## config.mk

```make
export PLATFORM = sky130hd
export DESIGN_NAME = dual_debounce
export DESIGN_NICKNAME = d
export VERILOG_FILES = /design/src/rtl/dual_debounce_pkg.sv /design/src/rtl/debounce_chan.sv /design/src/rtl/dual_debounce.sv
export SDC_FILE = /design/constraint.sdc
export NUM_CORES = 1
export LEC_CHECK = 0
export CAP_MARGIN = 5
export CORE_MARGIN = 5
export CORE_UTILIZATION = 60
export CTS_CLUSTER_SIZE = 14
export DETAILED_ROUTE_END_ITERATION = 16
export PLACE_DENSITY = 0.78
export SLEW_MARGIN = 15
export SYNTH_ARGS = -nofsm -noshare
export SYNTH_HDL_FRONTEND = slang
export SYNTH_HIERARCHICAL = 1
export SYNTH_SLANG_ARGS = --single-unit
```

## constraint.sdc

```tcl
create_clock -name CLK -period 2 [get_ports CLK]
set_input_delay 0.2 -clock CLK [delete_from_list [all_inputs] [get_ports CLK]]
set_output_delay 0.2 -clock CLK [all_outputs]
set_load 0.03 [all_outputs]
```

## src/rtl/dual_debounce_pkg.sv

```systemverilog
// Shared constants and types for the two-channel debouncer.
// DEBOUNCE_SIM_COUNT is the short stability window used by benches.
package dual_debounce_pkg;

    localparam int DEF_STABLE_COUNT   = 500000;
    localparam int DEF_CNT_WIDTH      = 20;
    localparam int DEBOUNCE_SIM_COUNT = 4;

    typedef enum logic {
        CH_STABLE  = 1'b0,
        CH_PENDING = 1'b1
    } chan_state_e;

endpackage

```

## src/rtl/debounce_chan.sv

```systemverilog
// One debounce channel: 2-flop synchronizer, stability counter, output flop.
// Optional rise-pulse flop when DEBOUNCE_EDGE_EN is defined.
module debounce_chan
    import dual_debounce_pkg::*;
#(
    parameter int STABLE_COUNT = DEF_STABLE_COUNT,
    parameter int CNT_WIDTH    = DEF_CNT_WIDTH
) (
    input  logic clk_i,
    input  logic rst_ni,
    input  logic btn_i,
`ifdef DEBOUNCE_EDGE_EN
    output logic rise_o,
`endif
    output logic q_o
);

    localparam logic [CNT_WIDTH-1:0] LAST = CNT_WIDTH'(STABLE_COUNT - 1);

    logic                 s1_q, s2_q;
    logic                 q_q, q_d;
    logic [CNT_WIDTH-1:0] cnt_q, cnt_d;
    chan_state_e          state;

    assign state = (s2_q != q_q) ? CH_PENDING : CH_STABLE;

    always_comb begin
        q_d   = q_q;
        cnt_d = '0;
        case (state)
            CH_PENDING: begin
                if (cnt_q == LAST) begin
                    q_d = s2_q;
                end else begin
                    cnt_d = cnt_q + CNT_WIDTH'(1);
                end
            end
            default: cnt_d = '0;
        endcase
    end

    always_ff @(posedge clk_i or negedge rst_ni) begin
        if (!rst_ni) begin
            s1_q  <= 1'b0;
            s2_q  <= 1'b0;
            q_q   <= 1'b0;
            cnt_q <= '0;
        end else begin
            s1_q  <= btn_i;
            s2_q  <= s1_q;
            q_q   <= q_d;
            cnt_q <= cnt_d;
        end
    end

    assign q_o = q_q;

`ifdef DEBOUNCE_EDGE_EN
    // Pulse is registered alongside q so it is high the cycle q first reads 1.
    logic rise_q;

    always_ff @(posedge clk_i or negedge rst_ni) begin
        if (!rst_ni) begin
            rise_q <= 1'b0;
        end else begin
            rise_q <= q_d & ~q_q;
        end
    end

    assign rise_o = rise_q;
`endif

endmodule

```

## src/rtl/dual_debounce.sv

```systemverilog
// Two independent debounce channels feeding the OR stage operands A and B.
// DEBOUNCE_EDGE_EN adds the A_RISE/B_RISE pulse outputs.
module dual_debounce
    import dual_debounce_pkg::*;
#(
    parameter int STABLE_COUNT = DEF_STABLE_COUNT,
    parameter int CNT_WIDTH    = DEF_CNT_WIDTH
) (
    input  logic CLK,
    input  logic RST_N,
    input  logic BTN_A,
    input  logic BTN_B,
`ifdef DEBOUNCE_EDGE_EN
    output logic A_RISE,
    output logic B_RISE,
`endif
    output logic A,
    output logic B
);

    debounce_chan #(
        .STABLE_COUNT (STABLE_COUNT),
        .CNT_WIDTH    (CNT_WIDTH)
    ) u_chan_a (
        .clk_i  (CLK),
        .rst_ni (RST_N),
        .btn_i  (BTN_A),
`ifdef DEBOUNCE_EDGE_EN
        .rise_o (A_RISE),
`endif
        .q_o    (A)
    );

    debounce_chan #(
        .STABLE_COUNT (STABLE_COUNT),
        .CNT_WIDTH    (CNT_WIDTH)
    ) u_chan_b (
        .clk_i  (CLK),
        .rst_ni (RST_N),
        .btn_i  (BTN_B),
`ifdef DEBOUNCE_EDGE_EN
        .rise_o (B_RISE),
`endif
        .q_o    (B)
    );

endmodule

```

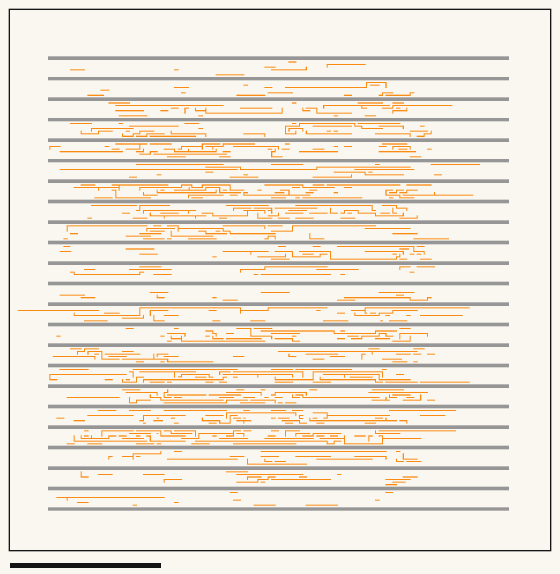
Figure 1: met1 routing.
Bar = 20 µm. Supply wires on this layer in grey.
main direction: horizontal
share of all routed wire: 47%
routed wire length: 4019 µm
total number of vias: 1639
met1 usage: 22.87%

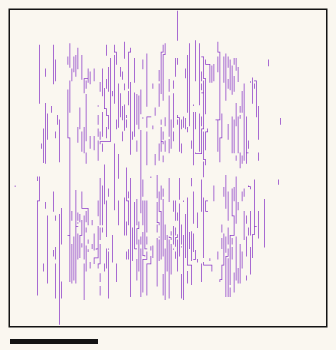
Figure 2: the metal 2 layer.
Bar = 20 µm.
wire length on this layer: 1880 µm
share of all routed wire: 47%
M2 GR Usage: 25.71%

==> notes.md <==
yosys + openroad results -> Setup Buffers After CTS 0, Die X 71.68 µm, area grow syn2layout 9.704%, Final setup viols 0, relative slew slack roughly 63%, Top FF cell, synth dfrtp_1, Max FO, Critical Path 7, Setup TNS Final 0 ns, vias per cell 5.875, Hold Vio Cnt, Final 0, register share of total power between 60% and 70%, Yosys cell types 29, R2R depth 5, share of post-route cells with drive strength above 1 10.82%, CP peak stage delay 0.42 ns, number of remaining DRC errors 0, maximum capacitance violations 0, top flop regs u_chan_a/cnt_q: 20 flops, u_chan_b/cnt_q: 20 flops, drt wl/cell 14.41 µm, CTS Sinks about 46, Comb pwr share 4.1%, clock network fraction of total power between 30 and 40%, post-route setup slack 0.1533 ns, syn_nets ~220, yosys synthesis warning count 6, CP bufs+invs 0, Tmin final 1.847 ns, flop-to-flop setup slack between 0.15 and 0.2 ns, dpl hpwl between 2000 and 3000 µm, hold depth 1, die height between 70 and 80 µm, DRT antenna net count 0, final core utilization around two thirds, Switch Pwr 339.7 µW, logic area approximately 0.0011 mm², antenna violations before repair 0, largest net degree at the start of global routing between 40 and 50, total congestion overflow 0, Yosys chip area around 0.0023 mm², CTS tree yes, Synth Instances 218, Worst setup EP type flop, hold endpoint u_chan_a/s1_q$_DFF_PN0_, asr flop ratio synth 100.0%, Sw Ratio 21.42%, data required time of the critical path roughly 2.2 ns, RSZ-0062 raised after global routing no, Yosys top cell by area dfrtp_1, Top area cell types dfrtp_1 50%, xnor2_1 7.7%, nor2_1 6.3%, xor2_1 3.8%, nand3_1 3.1%, core area approximately 0.0037 mm², Critical Path, Cell by Cell ha_1 > nand4_2 > nand3b_1 > nor2_1 > mux2_2, Area leader share between 50 and 60%, Hold Crit Class in2reg, total power 1586 µW, root buf cell clkbuf_8, clock buffer depth 2, H-tree depth 2, reg2reg end u_chan_a/q_o$_DFFE_PN0P_, PortBufs 5, flip-flops with a built-in enable 0, Pre-antenna DRT Iters 4, fin nets 236, Final period util 92.33%, I/O pin count 6, data arrival time of the worst path ~2 ns, top cell family by delay on the critical path simple AND/OR/NAND/NOR gates, Synth top cells by count 46 x dfrtp_1, 38 x nor2_1, 20 x xnor2_1, Reg area approximately 0.0012 mm², register bit total from synthesis ~46, run status complete, no violations, synthesized cell area between 0.002 and 0.0025 mm², num rows 22, Worst Setup Path Type reg2reg, fp_density approximately 62%, Chip Footprint between 0.005 and 0.006 mm², worst IR drop on VDD 0.5818 mV, CP startpoint kind flop, Hold Crit Start BTN_A, Internal ~1200 µW, fill cell count roughly 280, Tightest Pin Transition around 0.56 ns, post-cts resize count 0, GRT Util Overall about 17%, first-pass GRT wire length about 6700 µm, fin. max-slew vios 0, Seq/Total Area, Yosys 50.44%, vias in the first global route about 1500, number of buffers created by CTS 5, CTS clk-pin slew, worst paths around 0.080 ns, pre-CTS WS about 0.18 ns, slowest CP cell dfrtp_1, Power per Cell Area around 630 mW/mm², gpl congestion between 0.9 and 1, ANT cells 0, Log Warnings 26, DR iter-0 viols 131, Pleak 0.0009938 µW, number of cells in the yosys synthesis report 218, syn_area_per_cell ~10 µm², fmax about 0.54 GHz, Reg-to-Reg Start u_chan_a/cnt_q[0]$_DFF_PN0_, Synth top cell by count dfrtp_1
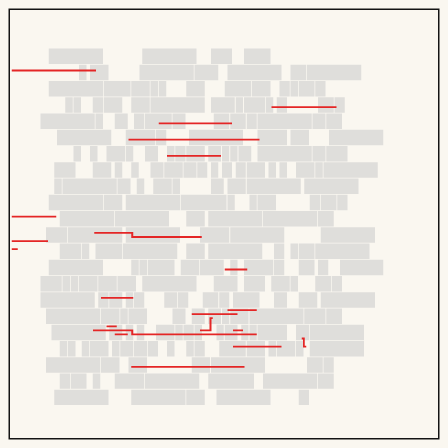
Figure 3: metal 3.
Cells faint in the background.
main direction: horizontal
wire length on this layer: 184 µm
nets with wire on the layer: 15
share of all routed wire: 4.6%
grt met3 use: 4.769%

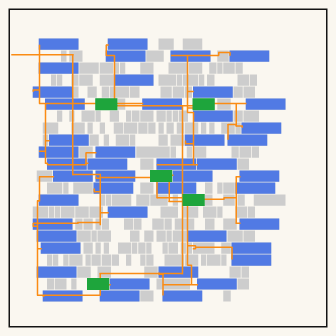
Figure 4: clock distribution.
[green] clock-net drivers | count: 5
[blue] flip-flops | count: 46
[orange] clock wires | length: 489 µm
routed clock nets: 6
Final Skew: 0.004368 ns
clk latency late pin: 0.29 ns

-- routing by layer --
metal	part of all wire, %	vias up	GRT usage, %
met1	47	791	22.87
met4	1.6	0	6.263
met5	0	-	0
met2	47	41	25.71
met3	4.6	5	4.769
li1	-	802	-
-- placed cells by master, fill, tap and decap left out --
master,instances
a21oi_1,8
and3_1,2
and4_1,2
buf_12,1
buf_2,1
buf_4,2
clkbuf_1,1
clkbuf_8,6
clkdlybuf4s50_1,4
clkinv_2,1
dfrtp_1,46
dlygate4sd3_1,1
ha_1,2
inv_1,8
mux2_2,2
mux2i_1,2
nand2_1,6
nand2b_1,2
nand3_1,14
nand3b_1,2
nand4_1,10
nand4_2,2
nand4_4,2
nor2_1,38
nor3_1,4
nor4_1,6
nor4_2,4
nor4b_1,2
nor4bb_1,2
o21bai_2,2
o31ai_1,6
or2_4,2
or3_1,2
or4_1,6
xnor2_1,20
xor2_1,10
-- how the worst max path moves through the flow --
stage	start	endpoint	depth (start not counted)	slack, ns
2_1_floorplan	u_chan_a/cnt_q[0]$_DFF_PN0_	u_chan_a/cnt_q[10]$_DFF_PN0_	6	0.33
3_5_place_dp	u_chan_a/cnt_q[0]$_DFF_PN0_	u_chan_a/q_o$_DFFE_PN0P_	5	0.18
5_1_grt	u_chan_a/cnt_q[0]$_DFF_PN0_	u_chan_a/q_o$_DFFE_PN0P_	5	0.03
3_3_place_gp	u_chan_a/cnt_q[0]$_DFF_PN0_	u_chan_a/q_o$_DFFE_PN0P_	5	0.27
4_1_cts	u_chan_a/cnt_q[0]$_DFF_PN0_	u_chan_a/q_o$_DFFE_PN0P_	5	0.17
6_report	u_chan_a/cnt_q[0]$_DFF_PN0_	u_chan_a/q_o$_DFFE_PN0P_	5	0.15
-- through the flow --
step	hold WS (ns)	std cells	cell area [µm²]
2_1_floorplan	-0.09559	218	2282
3_3_place_gp	0.2981	270	2402
3_5_place_dp	0.3090	270	2402
4_1_cts	0.3290	279	2504
5_1_grt	0.3163	279	2504
6_report	0.3385	279	2504
-- power groups by stage --
stage,logic [µW],clock network (µW),registers [µW]
after global routing,75.5,636,959
after global placement,62.4,0,975
after CTS,67.0,584,957
final,65.3,563,957
after detailed placement,65.1,0,976
after floorplan,29.6,0,973
-- kinds of logic after synthesis --
family | count (synthesis) | share of synthesized area [%]
buf+inv | 12 | 2.193
mux | 4 | 1.864
xor+xnor | 30 | 11.51
fa+ha+maj | 2 | 1.096
flops | 46 | 50.44
compound gates | 16 | 4.715
simple gates | 108 | 28.18
-- what timing repair did --
item / 4_1_cts / 5_1_grt
endpoints found under the setup margin: 0 / 0
hold endpoints to repair: 46 / 0
hold buffers: 1 / 0
-- area by class of cell --
class,count,share of cell area [%]
sequential,46,45.98
tap,48,2.399
clock buffer,7,3.448
clock inverter,1,0.1999
multi-input combinational,160,43.18
timing repair buffer,9,3.598
inverter,8,1.199
No activity file was given, so power comes from the tool's default toggle rates.
